**Run 1: congestion heat map**

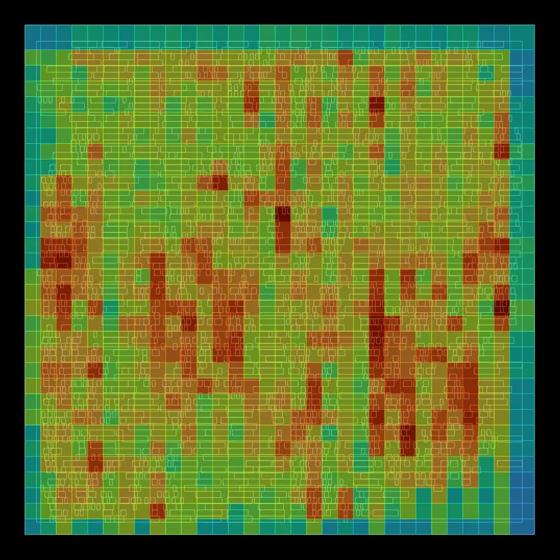
**Run 1: drive-strength map**

Scale: 2 px per um.
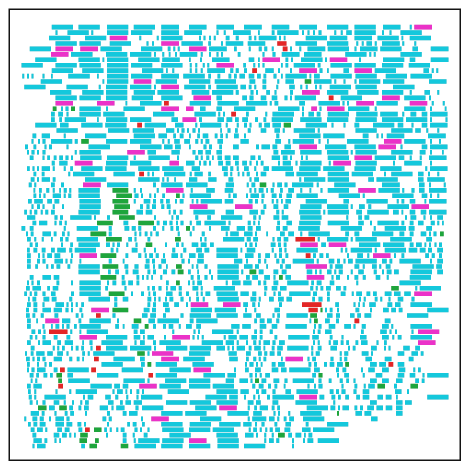
**Run 1: gate families picked out**

Scale: 2 px per um.
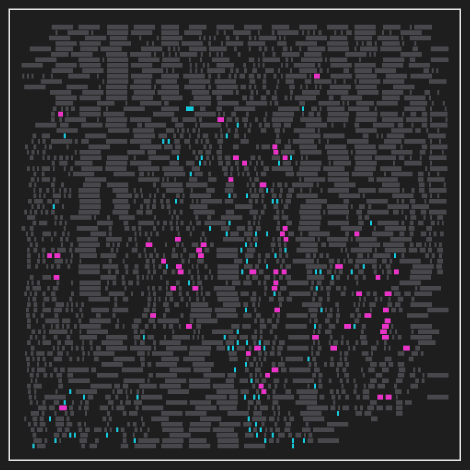
<file path="src/rtl/fp_pkg.sv">
// -----------------------------------------------------------------------------
// fp_pkg
// Definitions shared by the pipelined floating-point adder:
//   - bit positions inside the 4-bit flags vector {invalid, overflow,
//     underflow, inexact}
//   - the operand classification enum and a width-agnostic classifier
//   - construction of the canonical quiet NaN for any exponent/mantissa width
// -----------------------------------------------------------------------------
package fp_pkg;

   localparam int FLAG_INVALID   = 3;
   localparam int FLAG_OVERFLOW  = 2;
   localparam int FLAG_UNDERFLOW = 1;
   localparam int FLAG_INEXACT   = 0;

   // Widest format fp_qnan can build; callers slice off the low W bits.
   localparam int FP_MAX_W = 128;

   typedef enum logic [1:0] {
      FP_ZERO   = 2'd0,
      FP_NORMAL = 2'd1,
      FP_INF    = 2'd2,
      FP_NAN    = 2'd3
   } fp_class_e;

   // Denormals (exponent 0) classify as zero: they are flushed on input.
   function automatic fp_class_e fp_classify(input logic exp_zero,
                                             input logic exp_ones,
                                             input logic man_zero);
      fp_class_e c;
      if (exp_zero)      c = FP_ZERO;
      else if (!exp_ones) c = FP_NORMAL;
      else if (man_zero)  c = FP_INF;
      else                c = FP_NAN;
      return c;
   endfunction

   // Canonical qNaN: sign 0, exponent all ones, only the mantissa MSB set.
   function automatic logic [FP_MAX_W-1:0] fp_qnan(input int exp_w, input int man_w);
      logic [FP_MAX_W-1:0] r;
      r = '0;
      for (int i = 0; i < FP_MAX_W; i++) begin
         if (i >= man_w - 1 && i < man_w + exp_w) r[i] = 1'b1;
      end
      return r;
   endfunction

endpackage

</file>
<file path="src/rtl/fp_lzc.sv">
// -----------------------------------------------------------------------------
// fp_lzc
// Purely combinational leading-zero counter.
//   i_data  [WIDTH-1:0] : value to scan from the MSB
//   o_count [CNT_W-1:0] : number of zeros above the first 1 (WIDTH when zero)
// -----------------------------------------------------------------------------
module fp_lzc #(
   parameter  int WIDTH = 8,
   localparam int CNT_W = $clog2(WIDTH + 1)
) (
   input  logic [WIDTH-1:0] i_data,
   output logic [CNT_W-1:0] o_count
);

   // Scan upward; the highest set bit is the last one to write the count.
   always_comb begin
      o_count = CNT_W'(WIDTH);
      for (int i = 0; i < WIDTH; i++) begin
         if (i_data[i]) o_count = CNT_W'(WIDTH - 1 - i);
      end
   end

endmodule

</file>
<file path="src/rtl/fp_add_pipe.sv">
// -----------------------------------------------------------------------------
// fp_add_pipe
// Five-stage pipelined IEEE-754-style adder, round-to-nearest-even, denormals
// flushed to zero on input and output.
//   clk, reset      : rising-edge clock, asynchronous active-low reset
//   in_valid/ready  : operation handshake for a, b, in_tag
//   out_valid/ready : result handshake for sum, out_tag, flags
//   flags           : {invalid, overflow, underflow, inexact}
//
// Handshake: a transfer happens on a rising edge where valid && ready are both
// 1. The whole pipe moves as one: advance = !out_valid || out_ready, every
// stage loads only on advance, and in_ready = advance. While out_valid=1 and
// out_ready=0 every stage, including the outputs, holds its value.
//
// Stages: S1 classify/swap, S2 align, S3 add/sub, S4 normalise, S5 round/pack.
// -----------------------------------------------------------------------------
module fp_add_pipe
   import fp_pkg::*;
#(
   parameter  int EXP_W = 8,
   parameter  int MAN_W = 23,
   parameter  int TAG_W = 4,
   localparam int W     = 1 + EXP_W + MAN_W,
   localparam int BIAS  = (1 << (EXP_W - 1)) - 1
) (
   input  logic             clk,
   input  logic             reset,
   input  logic             in_valid,
   output logic             in_ready,
   input  logic [W-1:0]     a,
   input  logic [W-1:0]     b,
   input  logic [TAG_W-1:0] in_tag,
   output logic             out_valid,
   input  logic             out_ready,
   output logic [W-1:0]     sum,
   output logic [TAG_W-1:0] out_tag,
   output logic [3:0]       flags
);

   localparam int M    = MAN_W + 1;   // mantissa with hidden bit
   localparam int E    = MAN_W + 4;   // mantissa + guard/round/sticky
   localparam int XW   = EXP_W + 2;   // exponent with headroom and sign
   localparam int LZ_W = $clog2(E + 1);
   localparam logic [EXP_W-1:0] SHIFT_CAP = EXP_W'(MAN_W + 3);
   localparam logic [XW-1:0]    EXP_ONES  = XW'(2 * BIAS + 1);

   logic w_adv;
   assign w_adv    = !out_valid || out_ready;
   assign in_ready = w_adv;

   // ---------------- S1: classify, special cases, swap ----------------------
   logic [FP_MAX_W-1:0] w_qnan_wide;
   logic [W-1:0]        w_qnan;
   fp_class_e           w_ca, w_cb;
   logic [W-2:0]        w_ka, w_kb, w_big_k, w_sml_k;
   logic                w_swap, w_big_s;
   logic [EXP_W-1:0]    w_big_e, w_sml_e;
   logic [M-1:0]        w_ma, w_mb;
   logic                w_special;
   logic [W-1:0]        w_spec_val;
   logic [3:0]          w_spec_flags;

   assign w_qnan_wide = fp_qnan(EXP_W, MAN_W);
   assign w_qnan      = w_qnan_wide[W-1:0];
   assign w_ca = fp_classify(a[W-2:MAN_W] == '0, &a[W-2:MAN_W], a[MAN_W-1:0] == '0);
   assign w_cb = fp_classify(b[W-2:MAN_W] == '0, &b[W-2:MAN_W], b[MAN_W-1:0] == '0);

   always_comb begin
      // Magnitude keys {exp, man}; flushed zeros compare as 0.
      w_ka    = (w_ca == FP_ZERO) ? '0 : a[W-2:0];
      w_kb    = (w_cb == FP_ZERO) ? '0 : b[W-2:0];
      w_swap  = (w_kb > w_ka);
      w_big_k = w_swap ? w_kb : w_ka;
      w_sml_k = w_swap ? w_ka : w_kb;
      w_big_s = w_swap ? b[W-1] : a[W-1];
      w_big_e = w_big_k[W-2:MAN_W];
      w_sml_e = w_sml_k[W-2:MAN_W];
      w_ma    = {w_big_e != '0, w_big_k[MAN_W-1:0]};
      w_mb    = {w_sml_e != '0, w_sml_k[MAN_W-1:0]};

      w_special    = 1'b0;
      w_spec_val   = '0;
      w_spec_flags = '0;
      if (w_ca == FP_NAN || w_cb == FP_NAN) begin
         w_special  = 1'b1;
         w_spec_val = w_qnan;
      end else if (w_ca == FP_INF && w_cb == FP_INF && a[W-1] != b[W-1]) begin
         w_special    = 1'b1;
         w_spec_val   = w_qnan;
         w_spec_flags[FLAG_INVALID] = 1'b1;
      end else if (w_ca == FP_INF) begin
         w_special  = 1'b1;
         w_spec_val = a;
      end else if (w_cb == FP_INF) begin
         w_special  = 1'b1;
         w_spec_val = b;
      end else if (w_ca == FP_ZERO && w_cb == FP_ZERO) begin
         // Only -0 + -0 keeps the minus sign.
         w_special  = 1'b1;
         w_spec_val = {a[W-1] & b[W-1], {(W-1){1'b0}}};
      end
   end

   // ---------------- S2: align the smaller operand --------------------------
   logic                r1_special, r1_sign, r1_sub;
   logic [W-1:0]        r1_spec_val;
   logic [3:0]          r1_spec_flags;
   logic [EXP_W-1:0]    r1_exp, r1_diff;
   logic [M-1:0]        r1_ma, r1_mb;
   logic [TAG_W-1:0]    r1_tag;
   logic [E-1:0]        w_b_ext, w_b_shr, w_b_mask, w_b_al;
   logic                w_sticky;

   always_comb begin
      w_b_ext  = {r1_mb, 3'b000};
      w_b_shr  = w_b_ext >> r1_diff;
      w_b_mask = ~({E{1'b1}} << r1_diff);
      w_sticky = |(w_b_ext & w_b_mask);
      if (r1_diff >= SHIFT_CAP) w_b_al = {{(E-1){1'b0}}, |r1_mb};
      else                      w_b_al = {w_b_shr[E-1:1], w_b_shr[0] | w_sticky};
   end

   // ---------------- S3: add / subtract magnitudes --------------------------
   logic                r2_special, r2_sign, r2_sub;
   logic [W-1:0]        r2_spec_val;
   logic [3:0]          r2_spec_flags;
   logic [EXP_W-1:0]    r2_exp;
   logic [E-1:0]        r2_ma, r2_mb;
   logic [TAG_W-1:0]    r2_tag;
   logic [E:0]          w_mag;

   // |A| >= |B| so the difference never goes negative.
   assign w_mag = r2_sub ? ({1'b0, r2_ma} - {1'b0, r2_mb})
                         : ({1'b0, r2_ma} + {1'b0, r2_mb});

   // ---------------- S4: normalise -----------------------------------------
   logic                r3_special, r3_sign;
   logic [W-1:0]        r3_spec_val;
   logic [3:0]          r3_spec_flags;
   logic [EXP_W-1:0]    r3_exp;
   logic [E:0]          r3_mag;
   logic [TAG_W-1:0]    r3_tag;
   logic [LZ_W-1:0]     w_lz;
   logic [E-1:0]        w_norm;
   logic [XW-1:0]       w_exp4;

   fp_lzc #(.WIDTH(E)) u_lzc (
      .i_data  (r3_mag[E-1:0]),
      .o_count (w_lz)
   );

   always_comb begin
      if (r3_mag[E]) begin
         // Carry out: shift right one, keep the lost bit in sticky.
         w_norm = {r3_mag[E:2], r3_mag[1] | r3_mag[0]};
         w_exp4 = {2'b00, r3_exp} + XW'(1);
      end else begin
         w_norm = r3_mag[E-1:0] << w_lz;
         w_exp4 = {2'b00, r3_exp} - {{(XW-LZ_W){1'b0}}, w_lz};
      end
   end

   // ---------------- S5: round to nearest even and pack ---------------------
   logic                r4_special, r4_sign, r4_zero;
   logic [W-1:0]        r4_spec_val;
   logic [3:0]          r4_spec_flags;
   logic [XW-1:0]       r4_exp;
   logic [E-1:0]        r4_norm;
   logic [TAG_W-1:0]    r4_tag;
   logic                w_rup, w_grs_any;
   logic [M:0]          w_mant_r;
   logic [XW-1:0]       w_exp5;
   logic [MAN_W-1:0]    w_frac5;
   logic [W-1:0]        w_sum5;
   logic [3:0]          w_flags5;

   always_comb begin
      w_grs_any = |r4_norm[2:0];
      w_rup     = r4_norm[2] & (r4_norm[1] | r4_norm[0] | r4_norm[3]);
      w_mant_r  = {1'b0, r4_norm[E-1:3]} + {{M{1'b0}}, w_rup};
      // A rounding carry leaves 1.000..0 one binade up.
      w_exp5    = r4_exp + {{(XW-1){1'b0}}, w_mant_r[M]};
      w_frac5   = w_mant_r[M] ? '0 : w_mant_r[MAN_W-1:0];

      w_sum5   = '0;
      w_flags5 = '0;
      if (r4_special) begin
         w_sum5   = r4_spec_val;
         w_flags5 = r4_spec_flags;
      end else if (r4_zero) begin
         w_sum5 = '0;
      end else if (r4_exp[XW-1] || r4_exp == '0) begin
         w_sum5 = {r4_sign, {(W-1){1'b0}}};
         w_flags5[FLAG_UNDERFLOW] = 1'b1;
         w_flags5[FLAG_INEXACT]   = 1'b1;
      end else if (w_exp5 >= EXP_ONES) begin
         w_sum5 = {r4_sign, {EXP_W{1'b1}}, {MAN_W{1'b0}}};
         w_flags5[FLAG_OVERFLOW] = 1'b1;
         w_flags5[FLAG_INEXACT]  = 1'b1;
      end else begin
         w_sum5 = {r4_sign, w_exp5[EXP_W-1:0], w_frac5};
         w_flags5[FLAG_INEXACT] = w_grs_any;
      end
   end

   logic w_unused_ok;
   assign w_unused_ok = ^{w_qnan_wide[FP_MAX_W-1:W], w_mant_r[MAN_W]};

   // ---------------- control and output registers ---------------------------
   logic r_v1, r_v2, r_v3, r_v4, r_out_valid;
   logic [W-1:0]     r_sum;
   logic [TAG_W-1:0] r_out_tag;
   logic [3:0]       r_flags;

   always_ff @(posedge clk or negedge reset) begin
      if (!reset) begin
         r_v1        <= 1'b0;
         r_v2        <= 1'b0;
         r_v3        <= 1'b0;
         r_v4        <= 1'b0;
         r_out_valid <= 1'b0;
         r_sum       <= '0;
         r_out_tag   <= '0;
         r_flags     <= '0;
      end else if (w_adv) begin
         r_v1        <= in_valid;
         r_v2        <= r_v1;
         r_v3        <= r_v2;
         r_v4        <= r_v3;
         r_out_valid <= r_v4;
         r_sum       <= w_sum5;
         r_out_tag   <= r4_tag;
         r_flags     <= w_flags5;
      end
   end

   assign out_valid = r_out_valid;
   assign sum       = r_sum;
   assign out_tag   = r_out_tag;
   assign flags     = r_flags;

   // Datapath registers carry no reset; the valid bits qualify them.
   always_ff @(posedge clk) begin
      if (w_adv) begin
         r1_special    <= w_special;
         r1_spec_val   <= w_spec_val;
         r1_spec_flags <= w_spec_flags;
         r1_sign       <= w_big_s;
         r1_sub        <= a[W-1] ^ b[W-1];
         r1_exp        <= w_big_e;
         r1_diff       <= w_big_e - w_sml_e;
         r1_ma         <= w_ma;
         r1_mb         <= w_mb;
         r1_tag        <= in_tag;

         r2_special    <= r1_special;
         r2_spec_val   <= r1_spec_val;
         r2_spec_flags <= r1_spec_flags;
         r2_sign       <= r1_sign;
         r2_sub        <= r1_sub;
         r2_exp        <= r1_exp;
         r2_ma         <= {r1_ma, 3'b000};
         r2_mb         <= w_b_al;
         r2_tag        <= r1_tag;

         r3_special    <= r2_special;
         r3_spec_val   <= r2_spec_val;
         r3_spec_flags <= r2_spec_flags;
         r3_sign       <= r2_sign;
         r3_exp        <= r2_exp;
         r3_mag        <= w_mag;
         r3_tag        <= r2_tag;

         r4_special    <= r3_special;
         r4_spec_val   <= r3_spec_val;
         r4_spec_flags <= r3_spec_flags;
         r4_sign       <= r3_sign;
         r4_exp        <= w_exp4;
         r4_norm       <= w_norm;
         r4_zero       <= (r3_mag == '0);  // exact cancellation gives +0
         r4_tag        <= r3_tag;
      end
   end

endmodule
</file>
<file path="config.mk">
export PLATFORM = sky130hd
export DESIGN_NAME = fp_add_pipe
export DESIGN_NICKNAME = d
export VERILOG_FILES = /design/src/rtl/fp_pkg.sv /design/src/rtl/fp_lzc.sv /design/src/rtl/fp_add_pipe.sv
export SDC_FILE = /design/constraint.sdc
export NUM_CORES = 1
export LEC_CHECK = 0
export CAP_MARGIN = 25
export CELL_PAD_IN_SITES_DETAIL_PLACEMENT = 1
export CELL_PAD_IN_SITES_GLOBAL_PLACEMENT = 1
export CORE_MARGIN = 5
export CORE_UTILIZATION = 47
export CTS_CLUSTER_SIZE = 8
export DETAILED_ROUTE_END_ITERATION = 6
export DONT_BUFFER_PORTS = 1
export GPL_ROUTABILITY_DRIVEN = 1
export MAX_ROUTING_LAYER = met4
export PLACE_DENSITY_LB_ADDON = 0.1
export SKIP_CTS_REPAIR_TIMING = 1
export SYNTH_ARGS = -nofsm -noshare
export SYNTH_HDL_FRONTEND = slang
export SYNTH_SLANG_ARGS = --single-unit
export TNS_END_PERCENT = 100
</file>
<file path="constraint.sdc">
create_clock -name clk -period 24.9 [get_ports clk]
set_input_delay 7.47 -clock clk [delete_from_list [all_inputs] [get_ports clk]]
set_output_delay 7.47 -clock clk [all_outputs]
set_load 0.01 [all_outputs]
</file>
==> impl_metrics.env, run 1 <==
# flow metrics
export IMPL_reg2regPathDepth=17
export IMPL_clockBufferCount=94
export IMPL_path_cells="nor2b_4 -> buf_4 -> inv_8"
export IMPL_critPathKind="in2out"
export IMPL_ys_sh_aoi=0.137
export IMPL_min_path_cells=0
export IMPL_common_cells="edfxtp_1 (355), nand2_1 (228), nor2_1 (201)"
export IMPL_cp_start_kind="input pin"
export IMPL_topCellsByArea="edfxtp_1 (49%), ha_1 (5.3%), dfrtp_1 (5.2%)"
export IMPL_end_kind="primary output"
export IMPL_status="finished clean"
export IMPL_clock_power_mw=0.703
export IMPL_tns_ps=0
export IMPL_synth_async_reset_ratio=0.113
export IMPL_antenna_left=0
export IMPL_postPlaceCellArea_um2=22200
export IMPL_antenna_found_initial=0
export IMPL_sw_frac_of_total=0.387
export IMPL_comb_power_share=0.363
export IMPL_worstPathRequired_ps=17430
export IMPL_p_int_mw=1.95
export IMPL_crit_end="in_ready"
export IMPL_total_power_mw=3.17
export IMPL_drc_errors=0
export IMPL_hpwl_um=43100
export IMPL_routabilityCongestion=0.900
export IMPL_grt_pass1_vias=16261
export IMPL_cts_buffer_depth=3
export IMPL_ff_count=400
export IMPL_synthTopLogicFamily="simple AND/OR/NAND/NOR gates"
export IMPL_drive_above_1_share=0.0701
export IMPL_min_period_over_period=0.644
export IMPL_dr_wl_met3_um=2160
export IMPL_antenna_diode_count=0
export IMPL_worst_path_max_fanout=143
export IMPL_seq_area_um2=11800
export IMPL_synth_cell_types=85
export IMPL_p_sw_mw=1.23
export IMPL_rr_endpoint="sum[18]"
export IMPL_period_needed_ps=16030
export IMPL_synth_warnings=0
export IMPL_dp_cells=2542
export IMPL_regToRegSetupSlack_ps=20100
export IMPL_fin_nets=2166
export IMPL_max_stage_delay_ps=650
export IMPL_min_delay_worst_endpoint="r3_spec_val[20]"
export IMPL_ys_sh_adder=0.0543
export IMPL_gr_total_overflow=0
export IMPL_mostFrequentLayoutCell="edfxtp_1"
Notes on 'congestion heat map' above:
Final Util: 0.526
All-Layer GR Usage: 0.236
met3 GRT Util: 0.0296
busiest grt layer: met2
met1 usage: 0.290

Notes on 'drive-strength map' above:
Key: _3 and _4 cells = red [cells 23, share 1.1%]; _6 and larger = magenta [cells 64, share 3.1%]; _0 and _1 cells = cyan [cells 1898, share 93%]; _2 cells = green [cells 56, share 2.7%]
Area Growth Syn to Fin: 10.3%
fin area: 23900 um^2
Final WS setup: 8870 ps
Buffers, non-clock: 20

Notes on 'gate families picked out' above:
Key: non-inverting ao/oa cells = magenta [cells 59]; inv cells = cyan [cells 88]

**Run 1: metal 2**

Scale: 1 px per um. Cells faint in the background.
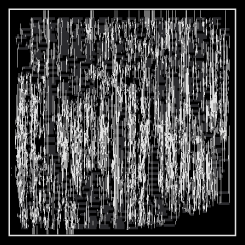

==> run 1 -> run 2 <==
- CORE_UTILIZATION: 47 -> 52
- clock period: 24.9 -> 15.9 ns (I/O delays scaled with it)
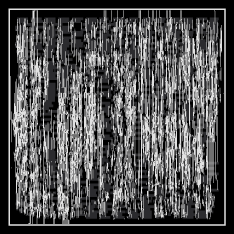
**Above:** run 2 (metal 2).
Scale: 1 px per um. Cells faint in the background.
The layer holds 52% of the routed length. The wires run mostly vertical. The layer carries 32.0 mm of wire. 1924 nets have wire on it. The longest straight run is 166 um.
final WL: 61900 um
met2 Usage GRT: 0.474
vias: 15977

==> run 2 against run 1 <==
  * Clock power rose by 55%
  * Die area down 9.2%
  * Combinational power rose by 61%
  * Flip-flop count is the same
  * Critical path type unchanged
  * Largest power group unchanged
==> impl_metrics.env, run 2 <==
# flow metrics
export IMPL_status="finished clean"
export IMPL_hpwl_um=45000
export IMPL_ff_count=400
export IMPL_grtUsageTotal=0.273
export IMPL_antenna_diode_count=1
export IMPL_ys_sh_aoi=0.137
export IMPL_drc_errors=0
export IMPL_worst_path_max_fanout=112
export IMPL_area_delta_synth_final_pct=9.78
export IMPL_topCellsByArea="edfxtp_1 (49%), ha_1 (5.3%), dfrtp_1 (5.2%)"
export IMPL_tns_ps=0
export IMPL_crit_end="in_ready"
export IMPL_sw_frac_of_total=0.395
export IMPL_min_period_over_period=0.660
export IMPL_routabilityCongestion=0.952
export IMPL_synth_async_reset_ratio=0.113
export IMPL_reg2regPathDepth=17
export IMPL_final_util=0.580
export IMPL_final_cell_area_um2=23800
export IMPL_cp_start_kind="input pin"
export IMPL_grt_util_met3=0.0402
export IMPL_regToRegSetupSlack_ps=10960
export IMPL_antenna_found_initial=1
export IMPL_postPlaceCellArea_um2=22200
export IMPL_signal_buffers=23
export IMPL_dp_cells=2477
export IMPL_worstPathRequired_ps=11130
export IMPL_common_cells="edfxtp_1 (355), nand2_1 (228), nor2_1 (201)"
export IMPL_clockBufferCount=96
export IMPL_synth_cell_types=85
export IMPL_path_cells="nor2b_4 -> buf_4 -> inv_8"
export IMPL_gr_total_overflow=0
export IMPL_fin_nets=2169
export IMPL_critPathKind="in2out"
export IMPL_dr_wl_met3_um=2680
export IMPL_grt_pass1_vias=16644
export IMPL_synth_warnings=0
export IMPL_cts_buffer_depth=3
export IMPL_p_sw_mw=1.98
export IMPL_synthTopLogicFamily="simple AND/OR/NAND/NOR gates"
export IMPL_min_delay_worst_endpoint="r3_exp[1]"
export IMPL_seq_area_um2=11800
export IMPL_max_stage_delay_ps=440
export IMPL_ys_sh_adder=0.0543
export IMPL_rr_endpoint="sum[23]"
export IMPL_grt_use_met1=0.328
export IMPL_clock_power_mw=1.09
export IMPL_p_int_mw=3.03
export IMPL_mostFrequentLayoutCell="edfxtp_1"
Power and IR drop assume default switching activity.
